$ cat src/rtl/md6_joystick_reader.sv
// Mega Drive pad reader: walks the pad select line through the 8-phase
// 6-button handshake and decodes the active-low pins into an active-high vector.
module md6_joystick_reader #(
    parameter int STEP_CYCLES = 280,
    parameter int IDLE_CYCLES = 56000
) (
    input  logic        clk,
    input  logic        reset,
    input  logic        enable,
    input  logic [5:0]  data_in,
    output logic        select_out,
    output logic [10:0] joy_out,
    output logic        pad_present,
    output logic        six_button,
    output logic        scan_done
);

    localparam int CNT_MAX = (IDLE_CYCLES > STEP_CYCLES) ? IDLE_CYCLES : STEP_CYCLES;
    localparam int CW      = $clog2(CNT_MAX);
    localparam logic [CW-1:0] IDLE_LAST = CW'(IDLE_CYCLES - 1);
    localparam logic [CW-1:0] STEP_LAST = CW'(STEP_CYCLES - 1);

    typedef enum logic [3:0] {
        IDLE, PH0, PH1, PH2, PH3, PH4, PH5, PH6, PH7
    } state_t;

    state_t        state_q, state_d;
    logic [CW-1:0] cnt_q, cnt_d;
    logic [5:0]    sync1_q, sync1_d;
    logic [5:0]    sync2_q, sync2_d;
    logic          select_q, select_d;
    logic [10:0]   btn_tmp_q, btn_tmp_d;
    logic          present_tmp_q, present_tmp_d;
    logic          six_tmp_q, six_tmp_d;
    logic [10:0]   joy_q, joy_d;
    logic          present_q, present_d;
    logic          six_q, six_d;
    logic          done_q, done_d;
    logic [5:0]    sd;

    always_comb begin
        state_d       = state_q;
        cnt_d         = cnt_q;
        sync1_d       = data_in;
        sync2_d       = sync1_q;
        btn_tmp_d     = btn_tmp_q;
        present_tmp_d = present_tmp_q;
        six_tmp_d     = six_tmp_q;
        joy_d         = joy_q;
        present_d     = present_q;
        six_d         = six_q;
        done_d        = 1'b0;
        sd            = ~sync2_q;

        if (state_q == IDLE) begin
            if (!enable) begin
                cnt_d = '0;
            end else if (cnt_q == IDLE_LAST) begin
                cnt_d   = '0;
                state_d = PH0;
            end else begin
                cnt_d = cnt_q + 1'b1;
            end
        end else if (cnt_q != STEP_LAST) begin
            cnt_d = cnt_q + 1'b1;
        end else begin
            // Final cycle of a phase: sample, then advance.
            cnt_d   = '0;
            state_d = (state_q == PH7) ? IDLE : state_t'(state_q + 4'd1);
            case (state_q)
                PH0: begin
                    btn_tmp_d[5] = sd[5];
                    btn_tmp_d[4] = sd[4];
                    btn_tmp_d[0] = sd[3];
                    btn_tmp_d[1] = sd[2];
                    btn_tmp_d[2] = sd[1];
                    btn_tmp_d[3] = sd[0];
                end
                PH1: begin
                    btn_tmp_d[7]  = sd[5];
                    btn_tmp_d[6]  = sd[4];
                    present_tmp_d = (sync2_q[3:2] == 2'b00);
                end
                PH5: six_tmp_d = (sync2_q[3:0] == 4'b0000);
                PH6: begin
                    // MODE on sd[3] is deliberately dropped.
                    btn_tmp_d[10] = six_tmp_q & sd[2];
                    btn_tmp_d[8]  = six_tmp_q & sd[1];
                    btn_tmp_d[9]  = six_tmp_q & sd[0];
                end
                PH7: begin
                    done_d    = 1'b1;
                    present_d = present_tmp_q;
                    six_d     = present_tmp_q & six_tmp_q;
                    if (!present_tmp_q) begin
                        joy_d = '0;
                    end else if (!six_tmp_q) begin
                        joy_d = {3'b000, btn_tmp_q[7:0]};
                    end else begin
                        joy_d = btn_tmp_q;
                    end
                end
                default: ;
            endcase
        end

        select_d = !(state_d inside {PH1, PH3, PH5, PH7});
    end

    always_ff @(posedge clk or negedge reset) begin
        if (!reset) begin
            state_q       <= IDLE;
            cnt_q         <= '0;
            sync1_q       <= '0;
            sync2_q       <= '0;
            select_q      <= 1'b1;
            btn_tmp_q     <= '0;
            present_tmp_q <= 1'b0;
            six_tmp_q     <= 1'b0;
            joy_q         <= '0;
            present_q     <= 1'b0;
            six_q         <= 1'b0;
            done_q        <= 1'b0;
        end else begin
            state_q       <= state_d;
            cnt_q         <= cnt_d;
            sync1_q       <= sync1_d;
            sync2_q       <= sync2_d;
            select_q      <= select_d;
            btn_tmp_q     <= btn_tmp_d;
            present_tmp_q <= present_tmp_d;
            six_tmp_q     <= six_tmp_d;
            joy_q         <= joy_d;
            present_q     <= present_d;
            six_q         <= six_d;
            done_q        <= done_d;
        end
    end

    assign select_out  = select_q;
    assign joy_out     = joy_q;
    assign pad_present = present_q;
    assign six_button  = six_q;
    assign scan_done   = done_q;

endmodule

$ cat config.mk
export PLATFORM = sky130hd
export DESIGN_NAME = md6_joystick_reader
export DESIGN_NICKNAME = d
export VERILOG_FILES = /design/src/rtl/md6_joystick_reader.sv
export SDC_FILE = /design/constraint.sdc
export NUM_CORES = 1
export LEC_CHECK = 0
export CAP_MARGIN = 20
export CORE_ASPECT_RATIO = 0.9
export CORE_UTILIZATION = 30
export CTS_BUF_LIST = sky130_fd_sc_hd__clkbuf_8
export CTS_CLUSTER_DIAMETER = 150
export DETAILED_ROUTE_END_ITERATION = 10
export GPL_ROUTABILITY_DRIVEN = 0
export HOLD_SLACK_MARGIN = 0.05
export SLEW_MARGIN = 5
export SYNTH_ARGS = -nofsm -noshare
export SYNTH_HDL_FRONTEND = slang
export SYNTH_SLANG_ARGS = --single-unit
$ cat constraint.sdc
create_clock -name clk -period 2.4 [get_ports clk]
set_clock_uncertainty 0.15 [all_clocks]
set_input_delay 0.48 -clock clk [delete_from_list [all_inputs] [get_ports clk]]
set_output_delay 0.48 -clock clk [all_outputs]
set_load 0.005 [all_outputs]
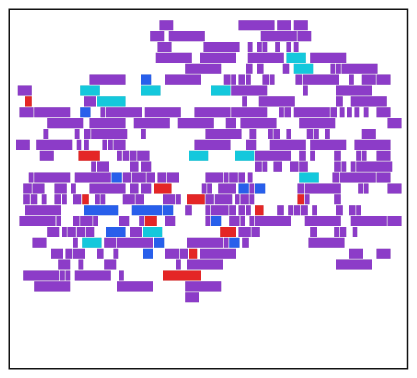
Figure 1: run 1, cell sizes after repair.
(4 px per um)
colour	size	cells	share
purple	_0 and _1 cells	251	88%
blue	_3 and _4 cells	13	4.5%
red	_2 cells	11	3.8%
cyan	_6 and larger	11	3.8%

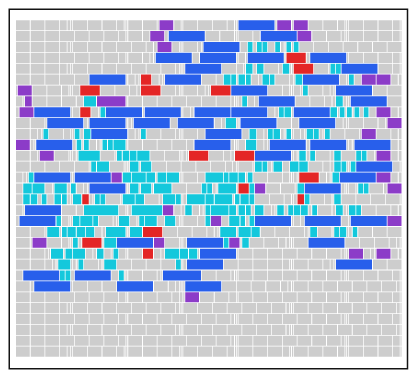
Figure 2: run 1, cells coloured by class.
(4 px per um) Fill, decap, tap and diode cells in grey.
colour	class	cells
blue	sequential cells	60
red	clock drivers and dummy loads	16
cyan	combinational and other logic	179
purple	remaining buffers and delay cells	31

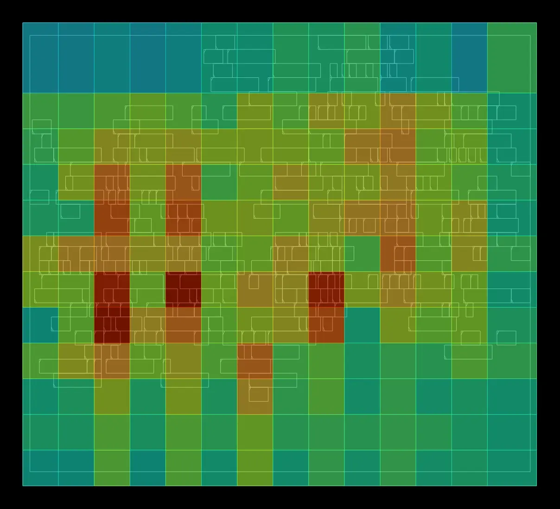
Figure 3: run 1, routing congestion.
met3 usage: 0.0383
met2 usage: 0.174
per-cell routed wire length: 12.0 um
met1 Usage GRT: 0.156

==> impl_metrics.toml, run 1 <==
# physical design summary
[run_status]
status = "finished clean"

[logic_synthesis]
ys_types = 41
top_cell_area_share = 0.579
ys_sh_simple = 0.252
async_reset_ff_frac = 1.00
yosys-mux-area-fraction = 0.00834
topCellsByArea = "dfrtp_1 (58%), nand2_1 (7.4%), nand3_1 (4.1%), o21ai_0 (3.5%), xor2_1 (3.4%)"
xor_share = 0.0446

[floorplanning]
std_cell_rows = 31

[cells_and_area]
antenna_cells = 0
area_delta_synth_final_pct = 22.8
largest_register = "cnt_q"
fin_area_mm2 = 0.00313
largest_reg_flops = 16

[detailed_routing]
drc = 0
dr_wl_met3_um = 173
ant_nets = 0
highest_layer = "met4"
wl_met2_um = 2010
vias_per_cell = 4.68

[worst_setup_path]
slowest_stage = "or4b_4"
cp-startpoint = "cnt_q[0]"
crit_end = "cnt_q[5]"
arrival_ps = 2350
crit_path_end_kind = "register"
r2r-start = "cnt_q[0]"

[timing]
worst_slack_ps = 119
hold_violations = 0
fin_crit_sh = 0.950
drv_slew = 0
finalSetupViolCount = 0

[clocking]
cts.root.buffer_cell = "clkbuf_8"
clk_path_buf_depth = 2

[place]
placed_area_mm2 = 0.00293

[pwr]
power.leakage_nw = 1.39
power_density_mw_per_mm2 = 594

[grt]
grt_max_degree = 43
antenna_found_initial = 0
grt-busiest-layer = "met2"
[run 1: Yosys cell counts (2+ instances only)]
| library cell | count |
|---|---|
| nor4_1 | 2 |
| o21ai_0 | 18 |
| nor3b_1 | 3 |
| nand2_1 | 50 |
| nand3_1 | 21 |
| xnor2_1 | 3 |
| clkbuf_1 | 4 |
| nand2b_1 | 4 |
| inv_1 | 5 |
| ha_1 | 5 |
| or3_1 | 2 |
| nand4_1 | 5 |
| dfrtp_1 | 59 |
| and3_1 | 3 |
| xor2_1 | 10 |
| nor2_1 | 23 |
| o31ai_1 | 2 |
| nor2b_1 | 3 |
[run 1: where the power goes]
part	switching (mW)	leakage (nW)	internal [mW]
combinational	0.0219	0.524	0.0161
sequential	0.00516	0.782	1.02
clock	0.399	0.0803	0.397
Figure 4. Logic cells by family (run 1).
(4 px per um)
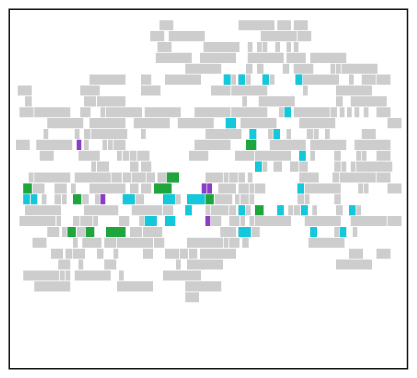

==> run 1 -> run 2 <==
- ABC_CLOCK_PERIOD_IN_PS: unset -> 2600
- clock period: 2.4 -> 2.6 ns (I/O delays scaled with it)
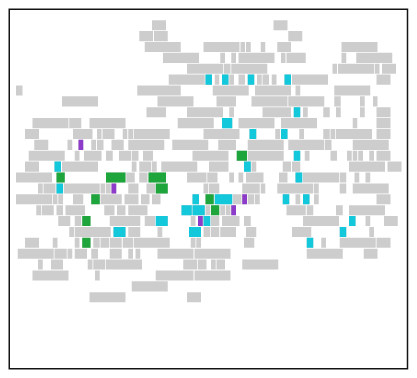
Figure 5: run 2, logic cells by family.
(4 px per um)
colour	family	cells
purple	inv cells	5
cyan	aoi and oai cells	26
green	and/or cells	10

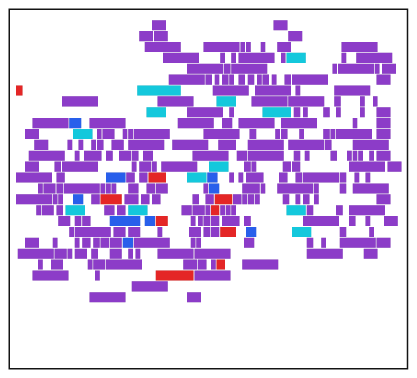
Figure 6: run 2, cell sizes after repair.
(4 px per um)
colour	size	cells	share
red	_2 cells	9	3.2%
blue	_3 and _4 cells	9	3.2%
purple	_0 and _1 cells	252	89%
cyan	_6 and larger	12	4.3%
nonclk buf count: 27
Area growth syn-to-layout: 22.1%
setup ws final: 306 ps
Finished Cell Area: 0.00311 mm^2

==> impl_metrics.toml, run 2 <==
# physical design summary
[logic_synthesis]
top_cells_by_count = "dfrtp_1 (59), nand2_1 (50), nor2_1 (23)"
most_common_cell = "dfrtp_1"
top_cell_area_share = 0.579
ys_sh_simple = 0.252
ys_types = 41
xor_share = 0.0446

[clocking]
cts.root.buffer_cell = "clkbuf_8"
clk_path_buf_depth = 2

[detailed_routing]
ant_nets = 0
dr_wl_met3_um = 179
post_drt_wl_per_cell_um = 12.5

[run_status]
status = "finished clean"

[place]
placed_area_mm2 = 0.00291

[worst_setup_path]
crit_path_end_kind = "register"
slowest_stage = "or4b_4"

[grt]
antenna_found_initial = 0
grt_max_degree = 40

[cells_and_area]
largest_reg_flops = 16
antenna_cells = 0
largest_register = "cnt_q"

[timing]
hold_violations = 0
run 2: final timing paths:
check	from	to	slack [ps]	cells past startpoint
worst max register to register	cnt_q[0]	select_out	310	7
max in group asynchronous	reset	six_tmp_q	1520	2
worst max-delay path	cnt_q[0]	select_out	310	7
worst min register to register	sync1_q[0]	sync2_q[0]	190	0
worst min-delay path	reset	btn_tmp_q[4]	160	1
min in group clk	sync1_q[0]	sync2_q[0]	190	0
run 2: worst reg2reg max path, cell delays in order (launching register included):
cell	delay, ps
dfrtp_1	380
ha_1	250
or4b_4	510
nor4_4	320
a2bb2oi_1	170
o31ai_1	130
nor2_2	120
mux2i_1	200
run 2: power breakdown:
group	total, mW	switching, mW	internal, mW
clock	0.835	0.369	0.466
sequential	0.948	0.00526	0.943
combinational	0.0340	0.0202	0.0138
total	1.82	0.395	1.42
Power and IR drop assume default switching activity.
